===== src/rtl/acc8_2x1_pkg.sv =====
// Shared widths and state encodings for the acc8_2x1 frame accumulator.
package acc8_2x1_pkg;

  localparam int unsigned DATA_W = 8;
  localparam int unsigned CNT_W  = 4;

  typedef enum logic {
    ST_ACC  = 1'b0,
    ST_DONE = 1'b1
  } state_e;

endpackage : acc8_2x1_pkg


===== src/rtl/mux8_2x1.sv =====
// Gate-level 8-bit 2:1 mux: out = in1 when sel=1, in2 when sel=0.
module mux8_2x1
  import acc8_2x1_pkg::*;
(
  input  logic [DATA_W-1:0] in1,
  input  logic [DATA_W-1:0] in2,
  input  logic              sel,
  output logic [DATA_W-1:0] out
);

  wire              sel_n;
  wire [DATA_W-1:0] a_w;
  wire [DATA_W-1:0] b_w;
  wire [DATA_W-1:0] y_w;

  not u_inv (sel_n, sel);

  for (genvar i = 0; i < DATA_W; i++) begin : g_bit
    and u_and_a (a_w[i], in1[i], sel);
    and u_and_b (b_w[i], in2[i], sel_n);
    or  u_or    (y_w[i], a_w[i], b_w[i]);
  end

  assign out = y_w;

endmodule : mux8_2x1


===== src/rtl/acc8_2x1.sv =====
// Frame accumulator: sums N selected 8-bit samples, holds the sum until the consumer takes it.
module acc8_2x1
  import acc8_2x1_pkg::*;
#(
  parameter int unsigned N = 4
) (
  input  logic              clk,
  input  logic              rst,
  input  logic [DATA_W-1:0] in1,
  input  logic [DATA_W-1:0] in2,
  input  logic              sel,
  input  logic              in_valid,
  output logic              in_ready,
  input  logic              clr,
  output logic [DATA_W-1:0] out,
  output logic              out_valid,
  input  logic              out_ready,
  output logic              carry,
  output logic [CNT_W-1:0]  count
);

  localparam logic [CNT_W-1:0] N_CNT = CNT_W'(N);

  state_e              state_q;
  logic [DATA_W-1:0]   out_q;
  logic                carry_q;
  logic [CNT_W-1:0]    count_q;
  logic                in_ready_q;
  logic                out_valid_q;

  logic [DATA_W-1:0]   sample_c;
  logic [DATA_W:0]     sum_c;
  logic [CNT_W-1:0]    count_inc_c;

  mux8_2x1 u_mux (
    .in1 (in1),
    .in2 (in2),
    .sel (sel),
    .out (sample_c)
  );

  // Extra MSB captures the carry-out of the 8-bit add.
  assign sum_c       = {1'b0, out_q} + {1'b0, sample_c};
  assign count_inc_c = count_q + CNT_W'(1);

  always_ff @(posedge clk or posedge rst) begin
    if (rst) begin
      state_q     <= ST_ACC;
      out_q       <= '0;
      carry_q     <= 1'b0;
      count_q     <= '0;
      in_ready_q  <= 1'b1;
      out_valid_q <= 1'b0;
    end else if (clr) begin
      state_q     <= ST_ACC;
      out_q       <= '0;
      carry_q     <= 1'b0;
      count_q     <= '0;
      in_ready_q  <= 1'b1;
      out_valid_q <= 1'b0;
    end else begin
      case (state_q)
        ST_ACC: begin
          if (in_valid) begin
            out_q   <= sum_c[DATA_W-1:0];
            carry_q <= carry_q | sum_c[DATA_W];
            count_q <= count_inc_c;
            if (count_inc_c == N_CNT) begin
              state_q     <= ST_DONE;
              in_ready_q  <= 1'b0;
              out_valid_q <= 1'b1;
            end
          end
        end
        ST_DONE: begin
          // Sample offered alongside out_ready is dropped: in_ready is low here.
          if (out_ready) begin
            state_q     <= ST_ACC;
            out_q       <= '0;
            carry_q     <= 1'b0;
            count_q     <= '0;
            in_ready_q  <= 1'b1;
            out_valid_q <= 1'b0;
          end
        end
        default: begin
          state_q     <= ST_ACC;
          in_ready_q  <= 1'b1;
          out_valid_q <= 1'b0;
        end
      endcase
    end
  end

  assign out       = out_q;
  assign carry     = carry_q;
  assign count     = count_q;
  assign in_ready  = in_ready_q;
  assign out_valid = out_valid_q;

endmodule : acc8_2x1


===== config.mk =====
export PLATFORM = sky130hd
export DESIGN_NAME = acc8_2x1
export DESIGN_NICKNAME = d
export VERILOG_FILES = /design/src/rtl/acc8_2x1_pkg.sv /design/src/rtl/mux8_2x1.sv /design/src/rtl/acc8_2x1.sv
export SDC_FILE = /design/constraint.sdc
export NUM_CORES = 1
export LEC_CHECK = 0
export ABC_AREA = 1
export CORE_UTILIZATION = 35
export CTS_BUF_LIST = sky130_fd_sc_hd__clkbuf_16
export DETAILED_ROUTE_END_ITERATION = 10
export GPL_ROUTABILITY_DRIVEN = 0
export PLACE_DENSITY = 0.62
export SLEW_MARGIN = 15
export SYNTH_ARGS = -nofsm -noshare
export SYNTH_HDL_FRONTEND = slang
export SYNTH_SLANG_ARGS = --single-unit

===== constraint.sdc =====
create_clock -name clk -period 3.6 [get_ports clk]
set_clock_uncertainty 0.1 [all_clocks]
set_input_delay 1.08 -clock clk [delete_from_list [all_inputs] [get_ports clk]]
set_output_delay 1.08 -clock clk [all_outputs]
set_load 0.01 [all_outputs]

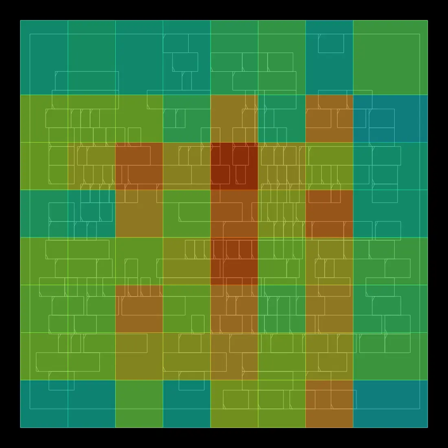
*Track usage over the die*
met1 Use GR: 18.47%
Util after Layout: 52.85%
gr usage total: 15.63%

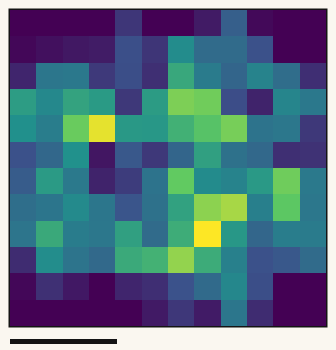
*Routed metal per tile*
Bar = 20 um. The die is cut into 12 by 12 equal tiles; dark purple is low, yellow is high, scaled to the fullest tile. Values are wire area over tile area, all layers added.
tiles over half the peak = 23%
nearly empty tiles = 15%
fullest tile = 0.34

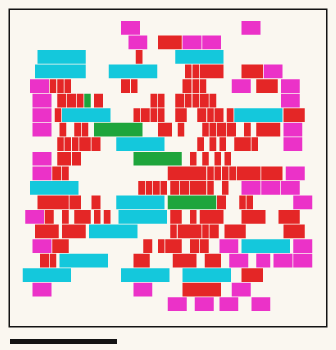
*Placement by cell class*
Bar = 20 um.
registers -> cyan  # cells 16
remaining buffers and delay cells -> magenta  # cells 37
clock drivers and dummy loads -> green  # cells 4
remaining logic cells -> red  # cells 119

==> metrics.cfg <==
[pwr]
pwr-share-seq_pct=33.5
clockPowerShare_pct=34.9
ir_drop_mv=0.2104
clk-power_uw=219

[cells_and_area]
nNonClkInverters=17
synthToLayoutAreaGrowth_pct=42.54
buf_share_pct=22.62
mostFrequentLayoutCells=nand2_1 (39), clkdlybuf4s50_1 (36), inv_1 (16), dfrtp_1 (15)
largest_register_ffs=8
drive_gt1_share_pct=11.93
flop-count=16
register_area_sq_um=401.6
comb_share_pct=40.54
postLayoutCellArea_sq_um=1627
n_all_buffers=37
nNetsFinal=210
clock_area_share_pct=4.846

[routing]
drt_wl_total_um=2523
wl_met2_um=1212
wl_met3_um=139
top_layer_used=met3
drc_errors=0
vias=1015
wl_met1_um=1171
drtIter0Drc=15

[setup_path]
crit_end=out[6]
start_kind=input pin
worst_ep_required_time_ns=3.63
crit_top_cell=nand2_1
worstPathCellList=clkdlybuf4s50_1 > mux2_2 > ha_1 > fa_1 > nand2_1 > nand2_2 > nand3b_4 > nand3b_1 > nand3_1 > nand2_1
critical_path_class=input pin to register
worst_path_dominant_cell_family=adder cells
critPathCaptureType=register
r2r_slack_ns=1.86
cp_slowest_cell=clkdlybuf4s50_1

[min_path]
min_to=in_ready
worstHoldStart=in_ready
holdPathStages=2
hold_class=register to register

[logic_synthesis]
ys_chip_area_sq_um=1141
yosysMostFrequentCell=nand2_1
ys_ff=16
mux_share_pct=7.895
yosys_most_used_dff=dfrtp_1
synth_area_per_cell_sq_um=8.329
syn_nets=170
compound_area_share_pct=9.649
top_area_cell=dfrtp_1
topCellsByArea=dfrtp_1 (33%), nand2_1 (13%), ha_1 (11%)

[timing]
final.setup.tns_ns=0
setup_viol=0
period_used_pct=83.98
worst_pin_slew_ns=0.6250
timing_hold_violations_final=0
maxSlewHeadroom_pct=58.29
min_period_ns=3.023
rsz0062_at_grt=no

[placed_design]
port_buffers=36
place_ws_ns=0.3187

[clock_network]
cts_buffer_depth=2
cts_buffers=3
postCtsSetupRepairBufs=0
cts_sinks=16
path_clk_slew_ns=0.05
cts_root_buf=clkbuf_16

[flow_run]
warnings=27

[global_route]
grt_max_degree=17
busiest_layer=met2

[floorplan]
rows=20
ios=37
core-area_sq_um=3078

[status]
status=complete, no violations

Power is estimated from default activity; no workload was simulated.
